--- config.mk ---
export PLATFORM = sky130hd
export DESIGN_NAME = subleq_ctrl
export DESIGN_NICKNAME = d
export VERILOG_FILES = /design/src/rtl/subleq_ctrl.sv
export SDC_FILE = /design/constraint.sdc
export NUM_CORES = 1
export LEC_CHECK = 0
export CORE_AREA = 2 2 87 68
export DETAILED_ROUTE_END_ITERATION = 12
export DIE_AREA = 0 0 89 70
export GPL_ROUTABILITY_DRIVEN = 0
export MAX_ROUTING_LAYER = met4
export PLACE_DENSITY = 0.77
export RECOVER_POWER = 25
export SYNTH_ARGS = -nofsm -noshare
export SYNTH_HDL_FRONTEND = slang
export SYNTH_SLANG_ARGS = --single-unit
--- constraint.sdc ---
create_clock -name clk -period 2.2 [get_ports clk]
set_clock_uncertainty 0.1 [all_clocks]
set_input_delay 0.22 -clock clk [delete_from_list [all_inputs] [get_ports clk]]
set_output_delay 0.22 -clock clk [all_outputs]
set_load 0.03 [all_outputs]
--- src/rtl/subleq_ctrl.sv ---
// Sequencer for the 8-bit SUBLEQ machine: fetches a/b/c, writes mem[b]-mem[a] back, branches if <= 0.
// Optional macro SUBLEQ_HALT_EN adds a HALT state entered on a taken branch to 8'hFF.
module subleq_ctrl (
    input  logic       clk,
    input  logic       res,
    input  logic       run,
    output logic       instr_done,
    output logic       halted,
    input  logic [7:0] pc_val,
    output logic [1:0] pc_mod,
    output logic [7:0] pc_inp,
    output logic       mem_req,
    output logic       mem_we,
    output logic [7:0] mem_addr,
    output logic [7:0] mem_wdata,
    input  logic [7:0] mem_rdata,
    input  logic       mem_ack
);

    localparam logic [1:0] PcHold = 2'd0;
    localparam logic [1:0] PcInc  = 2'd1;
    localparam logic [1:0] PcLoad = 2'd2;

    typedef enum logic [3:0] {
        StInit,
        StFetchA,
        StFetchB,
        StFetchC,
        StReadA,
        StReadB,
        StWriteB,
        StBranch
`ifdef SUBLEQ_HALT_EN
        , StHalt
`endif
    } state_e;

    state_e     state_q, state_d;
    logic [7:0] ra_q, ra_d;
    logic [7:0] rb_q, rb_d;
    logic [7:0] rc_q, rc_d;
    logic [7:0] va_q, va_d;
    logic [7:0] vb_q, vb_d;
    // Keeps an unacknowledged FETCH_A request alive even if run drops during wait states.
    logic       pend_q, pend_d;

    logic [7:0] diff;
    logic       leq;

    assign diff = vb_q - va_q;
    assign leq  = diff[7] | (diff == 8'h00);

    always_comb begin
        state_d    = state_q;
        ra_d       = ra_q;
        rb_d       = rb_q;
        rc_d       = rc_q;
        va_d       = va_q;
        vb_d       = vb_q;
        pend_d     = 1'b0;
        pc_mod     = PcHold;
        pc_inp     = rc_q;
        mem_req    = 1'b0;
        mem_we     = 1'b0;
        mem_addr   = 8'h00;
        mem_wdata  = 8'h00;
        instr_done = 1'b0;

        case (state_q)
            StInit: begin
                pc_mod  = PcLoad;
                pc_inp  = 8'h00;
                state_d = StFetchA;
            end
            StFetchA: begin
                if (run || pend_q) begin
                    mem_req  = 1'b1;
                    mem_addr = pc_val;
                    if (mem_ack) begin
                        ra_d    = mem_rdata;
                        pc_mod  = PcInc;
                        state_d = StFetchB;
                    end else begin
                        pend_d = 1'b1;
                    end
                end
            end
            StFetchB: begin
                mem_req  = 1'b1;
                mem_addr = pc_val;
                if (mem_ack) begin
                    rb_d    = mem_rdata;
                    pc_mod  = PcInc;
                    state_d = StFetchC;
                end
            end
            StFetchC: begin
                mem_req  = 1'b1;
                mem_addr = pc_val;
                if (mem_ack) begin
                    rc_d    = mem_rdata;
                    pc_mod  = PcInc;
                    state_d = StReadA;
                end
            end
            StReadA: begin
                mem_req  = 1'b1;
                mem_addr = ra_q;
                if (mem_ack) begin
                    va_d    = mem_rdata;
                    state_d = StReadB;
                end
            end
            StReadB: begin
                mem_req  = 1'b1;
                mem_addr = rb_q;
                if (mem_ack) begin
                    vb_d    = mem_rdata;
                    state_d = StWriteB;
                end
            end
            StWriteB: begin
                mem_req   = 1'b1;
                mem_we    = 1'b1;
                mem_addr  = rb_q;
                mem_wdata = diff;
                if (mem_ack) begin
                    state_d = StBranch;
                end
            end
            StBranch: begin
                instr_done = 1'b1;
                if (leq) begin
                    pc_mod = PcLoad;
                end
                state_d = StFetchA;
`ifdef SUBLEQ_HALT_EN
                if (leq && (rc_q == 8'hFF)) begin
                    state_d = StHalt;
                end
`endif
            end
`ifdef SUBLEQ_HALT_EN
            StHalt: begin
                state_d = StHalt;
            end
`endif
            default: begin
                state_d = StInit;
            end
        endcase
    end

    always_ff @(posedge clk) begin
        if (res) begin
            state_q <= StInit;
            ra_q    <= 8'h00;
            rb_q    <= 8'h00;
            rc_q    <= 8'h00;
            va_q    <= 8'h00;
            vb_q    <= 8'h00;
            pend_q  <= 1'b0;
        end else begin
            state_q <= state_d;
            ra_q    <= ra_d;
            rb_q    <= rb_d;
            rc_q    <= rc_d;
            va_q    <= va_d;
            vb_q    <= vb_d;
            pend_q  <= pend_d;
        end
    end

`ifdef SUBLEQ_HALT_EN
    assign halted = (state_q == StHalt);
`else
    assign halted = 1'b0;
`endif

endmodule

run_1/gates.png
Drawn at 4 px/um.
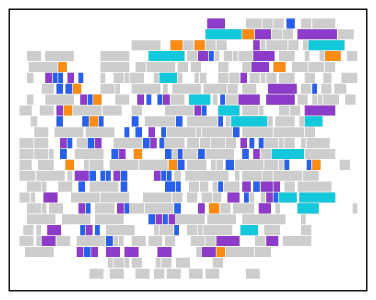
Orange shows and/or cells, cells 16, most used and2_1. Blue shows nand cells, cells 63, most used nand2_1. Purple shows aoi and oai cells, cells 52, most used a21oi_1. Cyan shows fa/ha/maj cells, cells 13, most used ha_4.
logic gate fraction of the total cell area: 44.8%
most common cell after layout, fill and taps aside: sky130_fd_sc_hd__buf_4
final cell count without fillers: 455

run_1/clock_nets.png
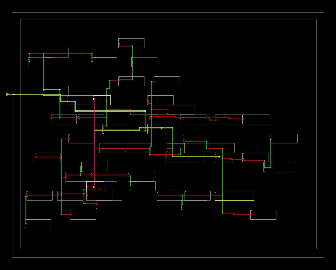
insertion delay to the later sink of the worst-skew pair: 0.29 ns
CTS sink cnt: 44
Clock Power: 0.000719 W
total clock buffers created by CTS: 5
count of clock-net buffers in the final layout: 5

run_1/pinout.png
Drawn at 4 px/um. Pins as bars across the die edge, other pins in grey.
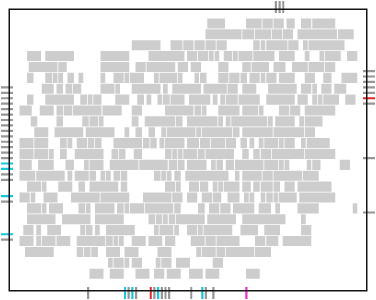
Magenta shows run, pins 1, direction input, edge bottom. Cyan shows mem_addr, pins 8, direction output, edge 4 left, 4 bottom. Red shows pc_mod, pins 2, direction output, edge 1 bottom, 1 right.
All pins by edge: 22 left, 16 bottom, 9 right, 3 top.
Die X: 89 um
number of buffer cells added on primary ports: 48
Die H: 70 um

==> impl_results.html, run 1 <==
<!-- implementation run metrics -->
<table>
<tr><th>Metric</th><th>Value</th></tr>
<tr><th colspan="2">Die</th></tr>
<tr><td>Well-tap cell count</td><td>78</td></tr>
<tr><th colspan="2">Cells and area</th></tr>
<tr><td>Post-route cell area</td><td>3570 um^2</td></tr>
<tr><td>Number of diodes</td><td>0</td></tr>
<tr><td>Fraction of area in registers</td><td>25.0%</td></tr>
<tr><th colspan="2">Timing</th></tr>
<tr><td>Actual transition at the worst max-transition pin</td><td>0.554 ns</td></tr>
<tr><td>Setup ws final</td><td>-0.537 ns</td></tr>
<tr><td>Worst slew margin relative to its limit</td><td>63.0%</td></tr>
<tr><td>Hold Vio Cnt, Final</td><td>0</td></tr>
<tr><td>Setup Viol. Count Final</td><td>8</td></tr>
<tr><th colspan="2">Global routing</th></tr>
<tr><td>Overall global routing resource usage</td><td>23.2%</td></tr>
<tr><td>Total grt overflow</td><td>0</td></tr>
<tr><td>Via count of the first global-routing pass</td><td>2289</td></tr>
<tr><th colspan="2">Power</th></tr>
<tr><td>Peak supply drop</td><td>0.501 mV</td></tr>
<tr><td>Sequential share of power</td><td>31.7%</td></tr>
<tr><th colspan="2">Status</th></tr>
<tr><td>Violations in the final reports</td><td>negative setup slack</td></tr>
<tr><td>Run status</td><td>complete, but fails checks</td></tr>
<tr><th colspan="2">Synthesis</th></tr>
<tr><td>Top cell type's share of synthesized area</td><td>36.6%</td></tr>
<tr><td>Instance tally after logic synthesis</td><td>295</td></tr>
<tr><td>Number of nets at floorplan</td><td>328</td></tr>
<tr><th colspan="2">Route</th></tr>
<tr><td>Average detailed-routed wire length per instance</td><td>15.5 um</td></tr>
<tr><td>Metal3 WL</td><td>417 um</td></tr>
<tr><td>Met1 Routed Length</td><td>3.23 mm</td></tr>
<tr><th colspan="2">Setup path</th></tr>
<tr><td>Slack of the worst reg-to-reg path</td><td>0.28 ns</td></tr>
</table>
run_1/layers.png
Drawn at 3 px/um. Only two layers are drawn.
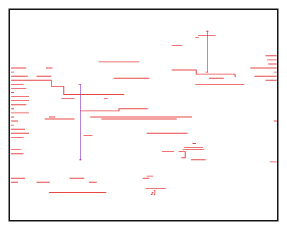

==> run 2, diff against run 1 <==
--- a/config.mk
+++ b/config.mk
@@ -10,8 +10,9 @@
 export DIE_AREA = 0 0 89 70
 export GPL_ROUTABILITY_DRIVEN = 0
 export MAX_ROUTING_LAYER = met4
-export PLACE_DENSITY = 0.77
+export PLACE_DENSITY = 0.74
 export RECOVER_POWER = 25
+export REMOVE_ABC_BUFFERS = 1
 export SYNTH_ARGS = -nofsm -noshare
 export SYNTH_HDL_FRONTEND = slang
 export SYNTH_SLANG_ARGS = --single-unit
run_2/layers.png
Drawn at 3 px/um. Only two layers are drawn.
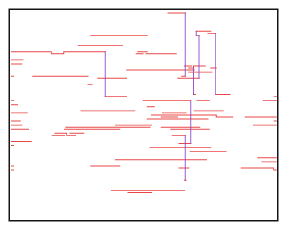
Red shows M3, wire length 599 um. Purple shows M4, wire length 110 um.
average detailed-routed wire length per instance: 17.1 um
overall global routing resource usage: 23.3%

==> run 2 against run 1 <==
Net effect: the flow still finishes with violations (negative setup slack); count of clock-buffer cells in the layout is 1 higher; setup slack worse by 0.097 ns; sequential power is 2.6% higher; sequential share of layout area hardly changed; combinational power hardly changed; global-route usage is 0.11 points higher; first-iteration DRC count is 27% higher; die size stayed put; total power is 1.9% lower; critical path depth stayed put; core utilization hardly changed; clock power is 15% lower.
==> impl_results.html, run 2 <==
<!-- implementation run metrics -->
<table>
<tr><th>Metric</th><th>Value</th></tr>
<tr><th colspan="2">Synthesis</th></tr>
<tr><td>EDFF count, synth</td><td>0</td></tr>
<tr><td>Number of cell instances after yosys synthesis</td><td>295</td></tr>
<tr><td>Area share of xor/xnor cells in the synthesized design</td><td>1.46%</td></tr>
<tr><td>Instance tally after logic synthesis</td><td>295</td></tr>
<tr><td>Top cell type's share of synthesized area</td><td>36.6%</td></tr>
<tr><td>Sequential area share after synthesis</td><td>36.6%</td></tr>
<tr><th colspan="2">Timing</th></tr>
<tr><td>Hold Vio Cnt, Final</td><td>0</td></tr>
<tr><td>Setup Viol. Count Final</td><td>20</td></tr>
<tr><td>Setup ws final</td><td>-0.634 ns</td></tr>
<tr><td>Actual transition at the worst max-transition pin</td><td>0.574 ns</td></tr>
<tr><td>Worst slew margin relative to its limit</td><td>61.6%</td></tr>
<tr><th colspan="2">Cells and area</th></tr>
<tr><td>Most frequent cells in the layout</td><td>sky130_fd_sc_hd__buf_4, sky130_fd_sc_hd__dfxtp_1, sky130_fd_sc_hd__nand2_1</td></tr>
<tr><td>Count of clock-net buffers in the final layout</td><td>6</td></tr>
<tr><td>Post-route cell area</td><td>3570 um^2</td></tr>
<tr><td>Most common cell after layout, fill and taps aside</td><td>sky130_fd_sc_hd__buf_4</td></tr>
<tr><td>Fraction of area in registers</td><td>25.0%</td></tr>
<tr><td>Number of diodes</td><td>0</td></tr>
<tr><td>Logic gate fraction of the total cell area</td><td>45.4%</td></tr>
<tr><td>Final cell count without fillers</td><td>458</td></tr>
<tr><th colspan="2">Setup path</th></tr>
<tr><td>Startpoint type of the worst setup path</td><td>register</td></tr>
<tr><td>Critical path required time</td><td>1.88 ns</td></tr>
<tr><td>R2R depth</td><td>7</td></tr>
<tr><td>CP Max Fanout</td><td>3</td></tr>
<tr><td>CP Capture Type</td><td>primary output</td></tr>
<tr><td>Delay-heaviest family, CP</td><td>AND-OR/OR-AND gates</td></tr>
<tr><td>Slack of the worst reg-to-reg path</td><td>0.11 ns</td></tr>
<tr><th colspan="2">Power</th></tr>
<tr><td>Clock Power</td><td>0.000608 W</td></tr>
<tr><td>Sequential share of power</td><td>33.1%</td></tr>
<tr><td>Peak supply drop</td><td>0.491 mV</td></tr>
<tr><td>Logic gate share of total power</td><td>44.9%</td></tr>
<tr><td>Leading power group</td><td>combinational cells</td></tr>
<tr><td>Clock share of power</td><td>22.0%</td></tr>
<tr><th colspan="2">Clock tree</th></tr>
<tr><td>CTS sink cnt</td><td>44</td></tr>
<tr><td>Total clock buffers created by CTS</td><td>5</td></tr>
<tr><td>Insertion delay to the later sink of the worst-skew pair</td><td>0.29 ns</td></tr>
<tr><th colspan="2">Die</th></tr>
<tr><td>Die X</td><td>89 um</td></tr>
<tr><td>Die H</td><td>70 um</td></tr>
<tr><td>Die outline area</td><td>6230 um^2</td></tr>
<tr><td>Well-tap cell count</td><td>78</td></tr>
<tr><th colspan="2">Global routing</th></tr>
<tr><td>Met2 global-route usage</td><td>35.8%</td></tr>
<tr><td>Via count of the first global-routing pass</td><td>2346</td></tr>
<tr><th colspan="2">Status</th></tr>
<tr><td>Run status</td><td>complete, but fails checks</td></tr>
<tr><td>Violations in the final reports</td><td>negative setup slack</td></tr>
<tr><th colspan="2">Route</th></tr>
<tr><td>Met1 Routed Length</td><td>3.46 mm</td></tr>
<tr><td>First drt pass iteration count</td><td>8</td></tr>
<tr><td>Metal3 WL</td><td>599 um</td></tr>
<tr><th colspan="2">Placement</th></tr>
<tr><td>Total cell area at the placement stage</td><td>3110 um^2</td></tr>
<tr><td>Total half-perimeter wirelength after legalization and detailed placement</td><td>4.96 mm</td></tr>
<tr><td>Number of buffer cells added on primary ports</td><td>48</td></tr>
</table>
run_2/pinout.png
Drawn at 4 px/um. Pins as bars across the die edge, other pins in grey.
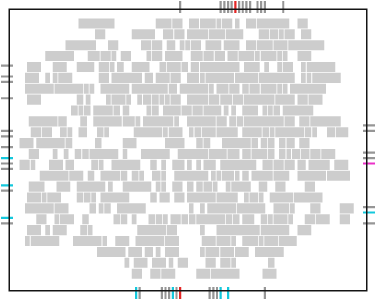
Red shows pc_mod, pins 2, direction output, edge 1 bottom, 1 top. Cyan shows mem_addr, pins 8, direction output, edge 4 bottom, 3 left, 1 right. Magenta shows run, pins 1, direction input, edge right.
All pins by edge: 14 left, 14 top, 14 bottom, 8 right.

Power and IR drop assume default switching activity.
